File: src/rtl/loop_ctrl_pkg.sv
// Shared types and defaults for the LOOP/CONTROL Tstate gate.
package loop_ctrl_pkg;

    localparam int unsigned LOOP_CNT_W_DEF = 8;
    localparam int unsigned LOOP_NCH_DEF   = 4;

    typedef enum logic [1:0] {
        IDLE = 2'd0,
        RUN  = 2'd1,
        DONE = 2'd2
    } loop_state_e;

    // Channel index width, never below one bit so a single-channel build stays legal.
    function automatic int unsigned ch_idx_w(input int unsigned n);
        return (n > 32'd1) ? $unsigned($clog2(n)) : 32'd1;
    endfunction

endpackage

File: src/rtl/loop_tstate_gate_if.sv
// Sequencer-facing bus of the Tstate gate: strobe, requests, counter load, per-channel status.
interface loop_tstate_gate_if
    import loop_ctrl_pkg::*;
#(
    parameter int unsigned NCH   = LOOP_NCH_DEF,
    parameter int unsigned CNT_W = LOOP_CNT_W_DEF
);
    localparam int unsigned IDX_W = ch_idx_w(NCH);

    logic             Tstate;
    logic [NCH-1:0]   i0;
    logic             load;
    logic [IDX_W-1:0] load_ch;
    logic [CNT_W-1:0] load_val;
    logic [NCH-1:0]   o;
    logic [NCH-1:0]   busy;
    logic [NCH-1:0]   done;

    modport master (
        output Tstate, i0, load, load_ch, load_val,
        input  o, busy, done
    );

    modport slave (
        input  Tstate, i0, load, load_ch, load_val,
        output o, busy, done
    );

endinterface

File: src/rtl/loop_tstate_chan.sv
// One gate channel: IDLE/RUN/DONE FSM, iteration counter, o and done generation.
// LOOP_TSTATE_COMB_OUT_EN selects a zero-latency combinational o; otherwise o is registered.
module loop_tstate_chan
    import loop_ctrl_pkg::*;
#(
    parameter int unsigned CNT_W = LOOP_CNT_W_DEF
) (
    input  logic             CLK,
    input  logic             RST,
    input  logic             tstate,
    input  logic             req,
    input  logic             load,
    input  logic [CNT_W-1:0] load_val,
    output logic             o,
    output logic             busy,
    output logic             done
);

    loop_state_e      state_q, state_d;
    logic [CNT_W-1:0] cnt_q, cnt_d;
    logic             qual_c;

    assign qual_c = tstate & req & (state_q == RUN) & (cnt_q != '0);

    always_ff @(posedge CLK or posedge RST) begin
        if (RST) begin
            state_q <= IDLE;
            cnt_q   <= '0;
        end else begin
            state_q <= state_d;
            cnt_q   <= cnt_d;
        end
    end

    // A load restarts the channel from any state and overrides a same-cycle decrement.
    always_comb begin
        state_d = state_q;
        cnt_d   = cnt_q;
        if (load) begin
            cnt_d   = load_val;
            state_d = (load_val != '0) ? RUN : DONE;
        end else begin
            case (state_q)
                IDLE: state_d = IDLE;
                RUN: begin
                    if (qual_c) begin
                        cnt_d = cnt_q - CNT_W'(1);
                        if (cnt_q == CNT_W'(1)) begin
                            state_d = DONE;
                        end
                    end
                end
                DONE:    state_d = IDLE;
                default: state_d = IDLE;
            endcase
        end
    end

    assign busy = (state_q == RUN);

`ifdef LOOP_TSTATE_COMB_OUT_EN
    assign o    = qual_c;
    assign done = (state_q == DONE);
`else
    logic o_q;
    logic done_q;

    // Both outputs trail the FSM by one cycle, so done lands after the final o pulse.
    always_ff @(posedge CLK or posedge RST) begin
        if (RST) begin
            o_q    <= 1'b0;
            done_q <= 1'b0;
        end else begin
            o_q    <= qual_c & ~load;
            done_q <= (state_q == DONE) & ~load;
        end
    end

    assign o    = o_q;
    assign done = done_q;
`endif

endmodule

File: src/rtl/loop_tstate_gate.sv
// Multi-channel loop-control Tstate gate: NCH counted gate channels plus load_ch decode.
// Output timing per channel is selected by LOOP_TSTATE_COMB_OUT_EN (see loop_tstate_chan).
module loop_tstate_gate
    import loop_ctrl_pkg::*;
#(
    parameter int unsigned NCH   = LOOP_NCH_DEF,
    parameter int unsigned CNT_W = LOOP_CNT_W_DEF
) (
    input  logic               CLK,
    input  logic               RST,
    input  logic               CELV,
    input  logic               CELG,
    input  logic               SUB,
    loop_tstate_gate_if.slave  bus
);

    localparam int unsigned IDX_W = ch_idx_w(NCH);

    // Supply and substrate ties carry no logic.
    logic unused_ties;
    assign unused_ties = CELV ^ CELG ^ SUB;

    // Out-of-range load_ch matches no channel and is dropped.
    for (genvar k = 0; k < NCH; k++) begin : g_ch
        loop_tstate_chan #(
            .CNT_W (CNT_W)
        ) u_chan (
            .CLK      (CLK),
            .RST      (RST),
            .tstate   (bus.Tstate),
            .req      (bus.i0[k]),
            .load     (bus.load && (bus.load_ch == IDX_W'(k))),
            .load_val (bus.load_val),
            .o        (bus.o[k]),
            .busy     (bus.busy[k]),
            .done     (bus.done[k])
        );
    end

endmodule
File: src/flat_wrapper.sv
// flat-port wrapper written by rule: the top's interface ports become plain ports
module loop_tstate_gate_flat import loop_ctrl_pkg::*;
#(
    parameter int unsigned NCH   = LOOP_NCH_DEF,
    parameter int unsigned CNT_W = LOOP_CNT_W_DEF
)
  (CLK, RST, CELV, CELG, SUB, bus_Tstate, bus_i0, bus_load, bus_load_ch, bus_load_val, bus_o, bus_busy, bus_done);
  loop_tstate_gate_if #(.NCH(NCH), .CNT_W(CNT_W)) bus_i ();
  input  logic CLK;
  input  logic RST;
  input  logic CELV;
  input  logic CELG;
  input  logic SUB;
  input wire logic [$bits(bus_i.Tstate)-1:0] bus_Tstate;
  input wire logic [$bits(bus_i.i0)-1:0] bus_i0;
  input wire logic [$bits(bus_i.load)-1:0] bus_load;
  input wire logic [$bits(bus_i.load_ch)-1:0] bus_load_ch;
  input wire logic [$bits(bus_i.load_val)-1:0] bus_load_val;
  output wire logic [$bits(bus_i.o)-1:0] bus_o;
  output wire logic [$bits(bus_i.busy)-1:0] bus_busy;
  output wire logic [$bits(bus_i.done)-1:0] bus_done;
  assign bus_i.Tstate = bus_Tstate;
  assign bus_i.i0 = bus_i0;
  assign bus_i.load = bus_load;
  assign bus_i.load_ch = bus_load_ch;
  assign bus_i.load_val = bus_load_val;
  assign bus_o = bus_i.o;
  assign bus_busy = bus_i.busy;
  assign bus_done = bus_i.done;
  loop_tstate_gate #(.NCH(NCH), .CNT_W(CNT_W)) u_core (.CLK(CLK), .RST(RST), .CELV(CELV), .CELG(CELG), .SUB(SUB), .bus(bus_i));
endmodule
File: config.mk
export PLATFORM = sky130hd
export DESIGN_NAME = loop_tstate_gate_flat
export DESIGN_NICKNAME = d
export VERILOG_FILES = /design/src/rtl/loop_ctrl_pkg.sv /design/src/rtl/loop_tstate_gate_if.sv /design/src/rtl/loop_tstate_chan.sv /design/src/rtl/loop_tstate_gate.sv /design/src/flat_wrapper.sv
export SDC_FILE = /design/constraint.sdc
export NUM_CORES = 1
export LEC_CHECK = 0
export ABC_AREA = 1
export CORE_MARGIN = 2
export CORE_UTILIZATION = 24
export DETAILED_ROUTE_END_ITERATION = 8
export GPL_ROUTABILITY_DRIVEN = 0
export PLACE_DENSITY = 0.4
export SETUP_SLACK_MARGIN = 0.15
export SLEW_MARGIN = 15
export SYNTH_ARGS = -nofsm -noshare
export SYNTH_HDL_FRONTEND = slang
export SYNTH_SLANG_ARGS = --single-unit
File: constraint.sdc
create_clock -name CLK -period 1.9 [get_ports CLK]
set_clock_uncertainty 0.2 [all_clocks]
set_input_delay 0.57 -clock CLK [delete_from_list [all_inputs] [get_ports CLK]]
set_output_delay 0.57 -clock CLK [all_outputs]
set_load 0.02 [all_outputs]
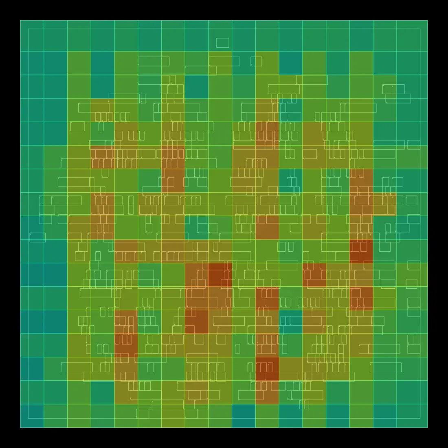
Fig. 1. Congestion heat map.
GRT Resource Usage Total: 0.130
GRT busiest layer: met2
GR Util met2: 0.205

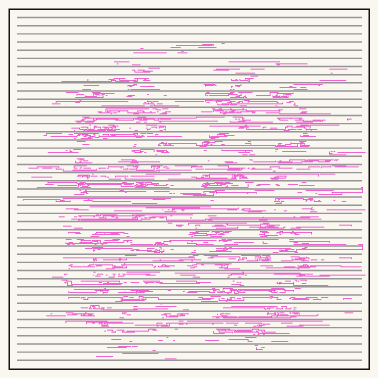
Fig. 2. The metal 1 layer.
Drawn at 3 px/um. Supply wires on this layer in gray.
longest straight run: 48.3 um
wire length on this layer: 4430 um
nets with wire on the layer: 519

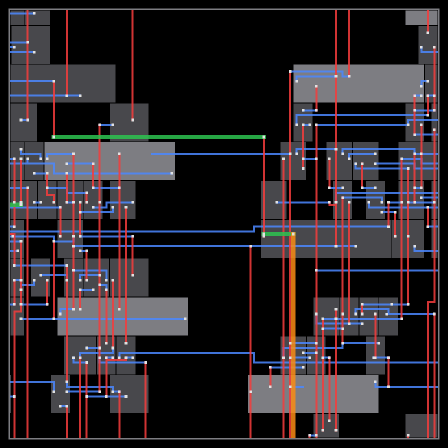
Fig. 3. Close-up of the layout.
Window x 45 to 75, y 69 to 99 um. Cells in gray, sequential cells in the stronger gray; small squares are vias.
legend:
  red:
    layer: met2
  orange:
    layer: met4
  green:
    layer: met3
  blue:
    layer: met1
cells with their middle in the window: 51
most frequent: nand2_1 (17), buf_4 (7), nand3_1 (6)
netlist names of flops here include: u_core.g_ch.u_chan.cnt_q (4)
sequential cells in the window: 4

==> impl_metrics.yaml <==
# yosys + openroad results
power_and_ir_drop:
  ir_worst_vdd_mv: 0.369
  combinationalPower_mw: 2.82
yosys:
  yosys_cells: 469
die:
  die_h_um: 119
  rows: 42
detailed_routing:
  met3WireLength_um: 221
  routedLengthMet1_um: 4430
final_timing:
  setup_violations: 0
  fin_setup_tns_ns: 0
finish:
  buf_share: 0.172
  dominant_cells: "combinational gates"
  largest_register: "u_core.g_ch.u_chan.cnt_q"
  clkCellAreaFrac: 0.0343
run_status:
  status: "completed"
placement:
  portBuffers: 29
  dp.final_hpwl_um: 6550
  placed_area_um2: 3930
setup_path:
  reg2reg_to: "u_core.g_ch[0].u_chan.cnt_q[2]$_DFFE_PP0P_"
  r2r-start: "u_core.g_ch[0].u_chan.cnt_q[0]$_DFFE_PP0P_"
  r2r_cells: 9
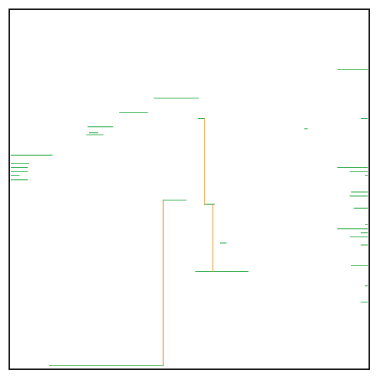
Fig. 4. Metal layers overlaid.
Drawn at 3 px/um. Only two layers are drawn.
legend:
  green:
    layer: met3
    wire_length: 221 um
  orange:
    layer: met4
    wire_length: 106 um
Vias: 3038
total wire length: 8870 um
routed length per instance: 12.3 um

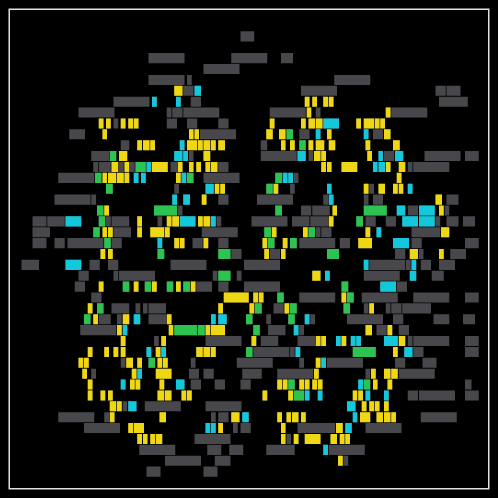
Fig. 5. Logic cells by family.
Drawn at 4 px/um.
legend:
  yellow:
    family: NAND gates
    cells: 215
    most_used: nand2_1
  green:
    family: inverting AOI/OAI gates
    cells: 48
    most_used: o21ai_0
  cyan:
    family: NOR gates
    cells: 73
    most_used: nor2_1
most numerous logic cell after layout: nand2_1
non-filler instance count after layout: 719
Comb/total area: 0.415

